===== config.mk =====
export PLATFORM = sky130hd
export DESIGN_NAME = fetch_queue
export DESIGN_NICKNAME = d
export VERILOG_FILES = /design/src/rtl/fetch_queue.sv
export SDC_FILE = /design/constraint.sdc
export NUM_CORES = 1
export LEC_CHECK = 0
export ABC_AREA = 1
export CAP_MARGIN = 15
export CORE_MARGIN = 2
export CORE_UTILIZATION = 47
export CTS_CLUSTER_SIZE = 8
export DETAILED_ROUTE_END_ITERATION = 10
export GPL_ROUTABILITY_DRIVEN = 0
export HOLD_SLACK_MARGIN = 0.06
export PLACE_DENSITY_LB_ADDON = 0.12
export SYNTH_ARGS = -nofsm -noshare
export SYNTH_HDL_FRONTEND = slang
export SYNTH_SLANG_ARGS = --single-unit

===== constraint.sdc =====
create_clock -name clk -period 2.35 [get_ports clk]
set_input_delay 0.3525 -clock clk [delete_from_list [all_inputs] [get_ports clk]]
set_output_delay 0.3525 -clock clk [all_outputs]
set_load 0.01 [all_outputs]

===== src/rtl/fetch_queue.sv =====
// Instruction fetch front end. It owns the fetch PC and issues in-order word
// requests to a variable-latency instruction memory. Returned instructions are
// buffered with their PCs in a DEPTH-entry queue and handed downstream over
// valid/ready. Each queue slot is reserved when its request is accepted, so a
// response always has a slot waiting and needs no tag. A redirect flushes the
// queue, and responses still in flight are counted off and discarded.
module fetch_queue #(
  parameter int          DEPTH    = 4,
  parameter logic [63:0] RESET_PC = 64'd0,
  parameter logic [63:0] PC_STEP  = 64'd4
) (
  input  logic        clk,
  input  logic        reset,
  input  logic        redirect_valid,
  input  logic [63:0] redirect_pc,
  output logic        imem_req_valid,
  input  logic        imem_req_ready,
  output logic [63:0] imem_req_addr,
  input  logic        imem_resp_valid,
  input  logic [31:0] imem_resp_data,
  output logic        inst_valid,
  input  logic        inst_ready,
  output logic [31:0] inst,
  output logic [63:0] inst_pc
);

  localparam int PW = $clog2(DEPTH);
  localparam int CW = PW + 1;

  typedef struct packed {
    logic        alloc;
    logic        filled;
    logic [63:0] pc;
    logic [31:0] inst;
  } entry_t;

  entry_t        q [DEPTH];
  logic [63:0]   fetch_pc;
  logic [PW-1:0] rd_ptr;
  logic [PW-1:0] wr_ptr;
  logic [PW-1:0] fill_ptr;   // oldest allocated entry still waiting for data
  logic [CW-1:0] alloc_cnt;  // allocated entries, filled or not
  logic [CW-1:0] pend_cnt;   // allocated entries still waiting for data
  logic [CW-1:0] drop_cnt;   // stale responses still to be discarded

  entry_t        head;
  logic          has_unfilled;
  logic          issue;
  logic          pop;
  logic          resp_drop;
  logic          resp_fill;
  logic [CW-1:0] inflight;
  logic [CW-1:0] redirect_drop;

  assign head         = q[rd_ptr];
  assign has_unfilled = q[fill_ptr].alloc & ~q[fill_ptr].filled;

  // A slot freed by a pop only becomes available for a request in the next cycle.
  assign imem_req_valid = ~reset & ~redirect_valid & (alloc_cnt < CW'(DEPTH));
  assign imem_req_addr  = fetch_pc;
  assign inst_valid     = head.alloc & head.filled & ~redirect_valid;
  assign inst           = head.inst;
  assign inst_pc        = head.pc;

  assign issue     = imem_req_valid & imem_req_ready;
  assign pop       = inst_valid & inst_ready;
  assign resp_drop = imem_resp_valid & (drop_cnt != '0);
  assign resp_fill = imem_resp_valid & (drop_cnt == '0) & has_unfilled;

  // Responses to discard after a redirect: everything still in flight, less a
  // response that lands in the redirect cycle itself.
  always_comb begin
    // NOTE: give every combinational output a default first so that no path
    // leaves it unassigned and a latch cannot be inferred.
    inflight      = drop_cnt + pend_cnt;
    redirect_drop = inflight;
    if (imem_resp_valid && (inflight != '0)) redirect_drop = inflight - CW'(1);
  end

  // Queue, pointers, counters and fetch PC; redirect overrides issue, fill and pop.
  always_ff @(posedge clk) begin
    if (reset) begin
      // NOTE: the entry storage is cleared on reset as well as the flags,
      // so inst and inst_pc come out of reset as 0 rather than as stale data.
      for (int i = 0; i < DEPTH; i++) q[i] <= '0;
      fetch_pc  <= RESET_PC;
      rd_ptr    <= '0;
      wr_ptr    <= '0;
      fill_ptr  <= '0;
      alloc_cnt <= '0;
      pend_cnt  <= '0;
      drop_cnt  <= '0;
    end else if (redirect_valid) begin
      for (int i = 0; i < DEPTH; i++) q[i] <= '0;
      fetch_pc  <= redirect_pc;
      rd_ptr    <= '0;
      wr_ptr    <= '0;
      fill_ptr  <= '0;
      alloc_cnt <= '0;
      pend_cnt  <= '0;
      drop_cnt  <= redirect_drop;
    end else begin
      // NOTE: non-blocking assignments throughout, so every statement here
      // reads the values from the start of the cycle whatever the order.
      // Issue, fill and pop always touch distinct entries.
      if (issue) begin
        q[wr_ptr] <= '{alloc: 1'b1, filled: 1'b0, pc: fetch_pc, inst: 32'd0};
        wr_ptr    <= wr_ptr + PW'(1);
        fetch_pc  <= fetch_pc + PC_STEP;
      end
      if (resp_fill) begin
        q[fill_ptr].inst   <= imem_resp_data;
        q[fill_ptr].filled <= 1'b1;
        fill_ptr           <= fill_ptr + PW'(1);
      end
      if (resp_drop) drop_cnt <= drop_cnt - CW'(1);
      if (pop) begin
        q[rd_ptr] <= '0;
        rd_ptr    <= rd_ptr + PW'(1);
      end
      alloc_cnt <= alloc_cnt + CW'(issue) - CW'(pop);
      pend_cnt  <= pend_cnt + CW'(issue) - CW'(resp_fill);
    end
  end

  // A response with nothing to drop and nothing waiting is an imem protocol error.
  assert property (@(posedge clk) disable iff (reset)
                   imem_resp_valid |-> ((drop_cnt != '0) || has_unfilled))
    else $error("fetch_queue: unexpected imem response");

endmodule


==> flow_summary.yaml, run 1 <==
# synthesis and place-and-route metrics
timing:
  fmax_ghz: 0.413
  final.setup.worst_slack_ps: -72.1
  setup_viol: 12
  whs_ps: 320
  fin_crit_ps: 2420
  skew_ps: 19.8
routing:
  vias: 26953
  wl_per_cell_microns: 21.9
  ant_nets: 0
  wl_microns: 99200
  drt_iter0_drc: 3887
clock_tree:
  cts_buffers: 69
  cts_hold_buf: 0
  cts_resized: 423
  postCtsSetupBuffers: 27
  htree_num_levels: 3
  root_buffer: "clkbuf_16"
grt:
  grt_max_degree: 138
  grt.overflow.total: 0
  grt_pass1_wl_microns: 147000
final_layout:
  logic_area_sq_um: 11800
  area_growth_pct: 29.1
  layout_top_cell: "nand2_1"
pwr:
  p_clk_frac: 0.479
  finalPower_mw: 19.0
  power_sequential_mw: 8.32
  intPower_mw: 14.2
  power_frac_comb: 0.083
  power_density_nw_per_um2: 621
  powerComb_mw: 1.57
  top_power_group: "clock"
placement:
  pre_cts_ws_ps: -111
  io_buffers: 263
synth:
  yosysTopAreaCellShare: 0.402
  floorplan.nets: 3719
  syn_area_sq_um: 23700
  ff_type: "dfxtp_1"
  ys_types: 36
  synthArstFlopShare: 0
  yosys_area_sq_um: 23700
outcome:
  outcome: "finished with violations"
  violations: "negative setup slack"
flow_run:
  warnings: 41
setup_path:
  regToRegSetupSlack_ps: -60
  cp_common_cell: "buf_12"
  crit_chain: "buf_12 -> buf_12 -> buf_16 -> buf_12 -> o21ai_0 -> o22ai_1 -> buf_2"
  start_kind: "flop"
-- run 1: per-layer routing --
metal / share of wire / up-vias / global-route usage
met1: 0.39 / 12581 / 0.449
met4: 0.059 / 2 / 0.215
met5: 0.00013 / - / 0
met2: 0.44 / 1814 / 0.565
met3: 0.11 / 349 / 0.0752
li1: - / 12207 / -
-- run 1: metrics by stage --
stage                     cell area, sq um  utilization  setup TNS (ps)
after floorplan                      23700            -           -15.7
after global placement               27300        0.546            -128
after detailed placement             27300        0.546            -115
after CTS                            30000        0.601           -4320
after global routing                 30600        0.612           -1320
final                                30600        0.612            -302
-- run 1: kinds of logic (layout without fill, tap and decap cells) --
group,Yosys count,after routing,share of synthesized area
buffers and inverters,688,958,0.117
DFF,475,475,0.402
adders and majority gates,23,23,0.0131
AOI/OAI and AO/OA,843,843,0.185
and+or+nand+nor,1544,1544,0.275
other,0,1,0
xor gates and xnor gates,21,21,0.00777
-- run 1: flip-flops by register name (all words and copies together) (netlist names), named ones only --
signal         count
pend_cnt           3
fill_ptr           2
wr_ptr             2
drop_cnt           3
alloc_cnt          3
q                392
rd_ptr             2
imem_req_addr     64
-- run 1: path summary, 6_finish.rpt --
kind | startpoint | end | cells past startpoint
max | flop | inst_pc[17] | 7
min | redirect_valid | imem_req_addr[3] | 5
max reg2reg | flop | alloc_cnt[2] | 14
min reg2reg | q[2][16] | q[2][16] | 2
-- run 1: cell type report --
class | count | share of cell area
clock buffer | 76 | 0.0601
multi-input combinational | 2431 | 0.385
tap | 672 | 0.0275
antenna | 1 | 0.0000819
clock inverter | 4 | 0.00139
sequential | 475 | 0.311
timing repair buffer | 448 | 0.161
inverter | 430 | 0.0537
-- run 1: worst max-delay path, delay by kind of cell, from the launching register on --
family          cells  cell delay [ps]
flops               1              440
compound gates      2              270
buf+inv             5              740
**Run 1: power grid**

Bar = 50 microns. Pins as bars on the die edge.
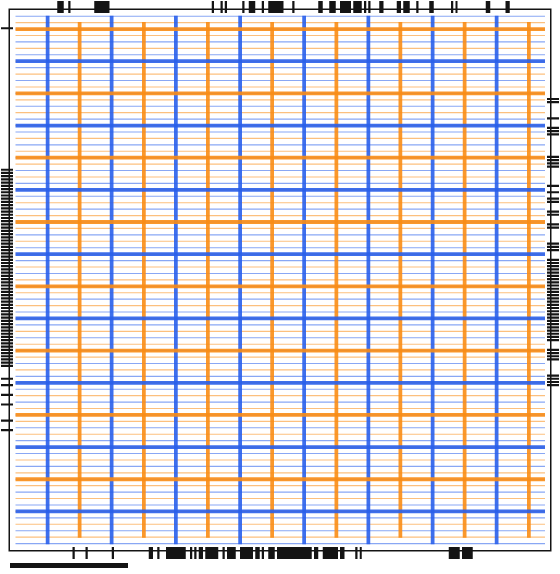
VDD: shown in orange. VSS: shown in blue.
83 met1 rails follow the rows. The core has 82 rows.
Die H: 228 microns
worst ir drop on vdd: 0.441 mV
Die Width: 228 microns
Core Area: 50000 sq um

**Run 1: placed cells, one color a class**

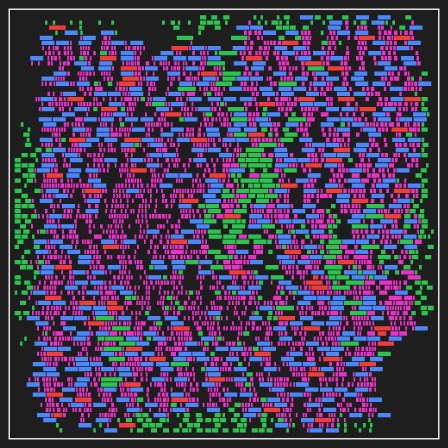
flip-flops: shown in blue, cells 475, share of their area 32%. other buffers and delay cells: shown in green, cells 448, share of their area 17%. all other logic: shown in magenta, cells 2861, share of their area 45%. clock drivers and dummy loads: shown in red, cells 80, share of their area 6.3%.

**Run 1: routed clock nets over the placement**

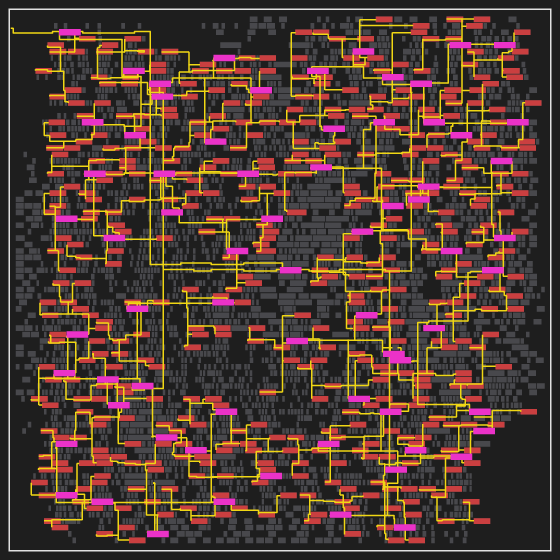
flip-flops: shown in red, count 475. clock wires: shown in yellow, length 6700 microns. cells driving clock nets: shown in magenta, count 69.
Position of the flops: spread over the die. There are 70 routed clock nets.

==> run 1 -> run 2 <==
--- a/config.mk
+++ b/config.mk
@@ -8,7 +8,7 @@
 export ABC_AREA = 1
 export CAP_MARGIN = 15
 export CORE_MARGIN = 2
-export CORE_UTILIZATION = 47
+export CORE_UTILIZATION = 40
 export CTS_CLUSTER_SIZE = 8
 export DETAILED_ROUTE_END_ITERATION = 10
 export GPL_ROUTABILITY_DRIVEN = 0
@@ -17,3 +17,4 @@
 export SYNTH_ARGS = -nofsm -noshare
 export SYNTH_HDL_FRONTEND = slang
 export SYNTH_SLANG_ARGS = --single-unit
+export TNS_END_PERCENT = 5
==> flow_summary.yaml, run 2 <==
# synthesis and place-and-route metrics
outcome:
  outcome: "finished with violations"
  violations: "negative setup slack"
timing:
  tns_ps: -305
  final.setup.worst_slack_ps: -72.7
  setup_viol: 14
  skew_ps: 25.8
pwr:
  power_density_nw_per_um2: 626
  finalPower_mw: 19.0
die:
  fp.dieW_microns: 247
placement:
  io_buffers: 263
clock_tree:
  cts_buffers: 69
  htree_num_levels: 3
synth:
  syn_area_sq_um: 23700
  yosysTopAreaCellShare: 0.402
final_layout:
  layout_top_cell: "nand2_1"
  largest_register: "q"
  utilization: 0.516
routing:
  vias: 25286
setup_path:
  critPathBufInv: 4
grt:
  grt.overflow.total: 0
-- run 2: per-layer routing --
layer,vias up,track usage,part of all wire
li1,12175,-,-
met1,11719,0.412,0.43
met2,1190,0.479,0.45
met3,202,0.0547,0.086
met4,0,0.136,0.042
met5,-,0,0
-- run 2: cell families (layout without fill, tap and decap cells) --
group / after synthesis / after routing / synth area share
AND-OR/OR-AND: 843 / 843 / 0.185
XOR/XNOR: 21 / 21 / 0.00777
adder cells (fa/ha/maj): 23 / 23 / 0.0131
buffers and inverters: 688 / 944 / 0.117
flip-flops: 475 / 475 / 0.402
other: 0 / 3 / 0
AND/OR/NAND/NOR: 1544 / 1544 / 0.275
-- run 2: cell type report --
| class | instances | area (sq um) | area share |
|---|---|---|---|
| multi-input combinational | 2431 | 11600 | 0.382 |
| sequential | 475 | 9520 | 0.314 |
| timing repair buffer | 432 | 4740 | 0.156 |
| clock buffer | 76 | 1820 | 0.0598 |
| inverter | 430 | 1640 | 0.0542 |
| tap | 773 | 967 | 0.0319 |
| clock inverter | 5 | 47.5 | 0.00157 |
| timing repair inverter | 1 | 16.3 | 0.000536 |
| antenna | 3 | 7.51 | 0.000247 |
-- run 2: worst paths after layout --
check | start | end | slack [ps] | depth (start not counted)
max | flop | inst_pc[34] | -70 | 6
min | redirect_valid | imem_req_addr[3] | 300 | 5
max reg2reg | flop | alloc_cnt[2] | 60 | 14
min reg2reg | q[2][22] | q[2][22] | 480 | 2
-- run 2: where the power goes --
part           internal (mW)  total (mW)  switching (mW)
clock network           5.40        9.07            3.67
logic                  0.616        1.60           0.986
registers               8.18        8.33           0.144
-- run 2: what timing repair did --
item                                    in CTS  in global routing
gates resized                              425                 83
buffers inserted                            13                  6
cloned                                      17                  2
pin swaps                                   26                 31
endpoints found under the setup margin      97                 85
endpoints found under the hold margin        0                  0
**Run 2: power grid**

Bar = 50 microns. Pins as bars on the die edge.
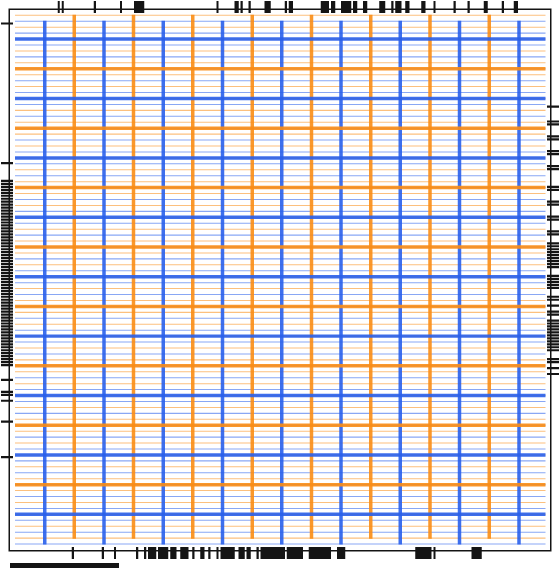
VSS: shown in blue. VDD: shown in orange.
264 signal pins sit on the boundary. The core has 89 rows. 17 straps on met5.

Power is estimated from default activity; no workload was simulated.
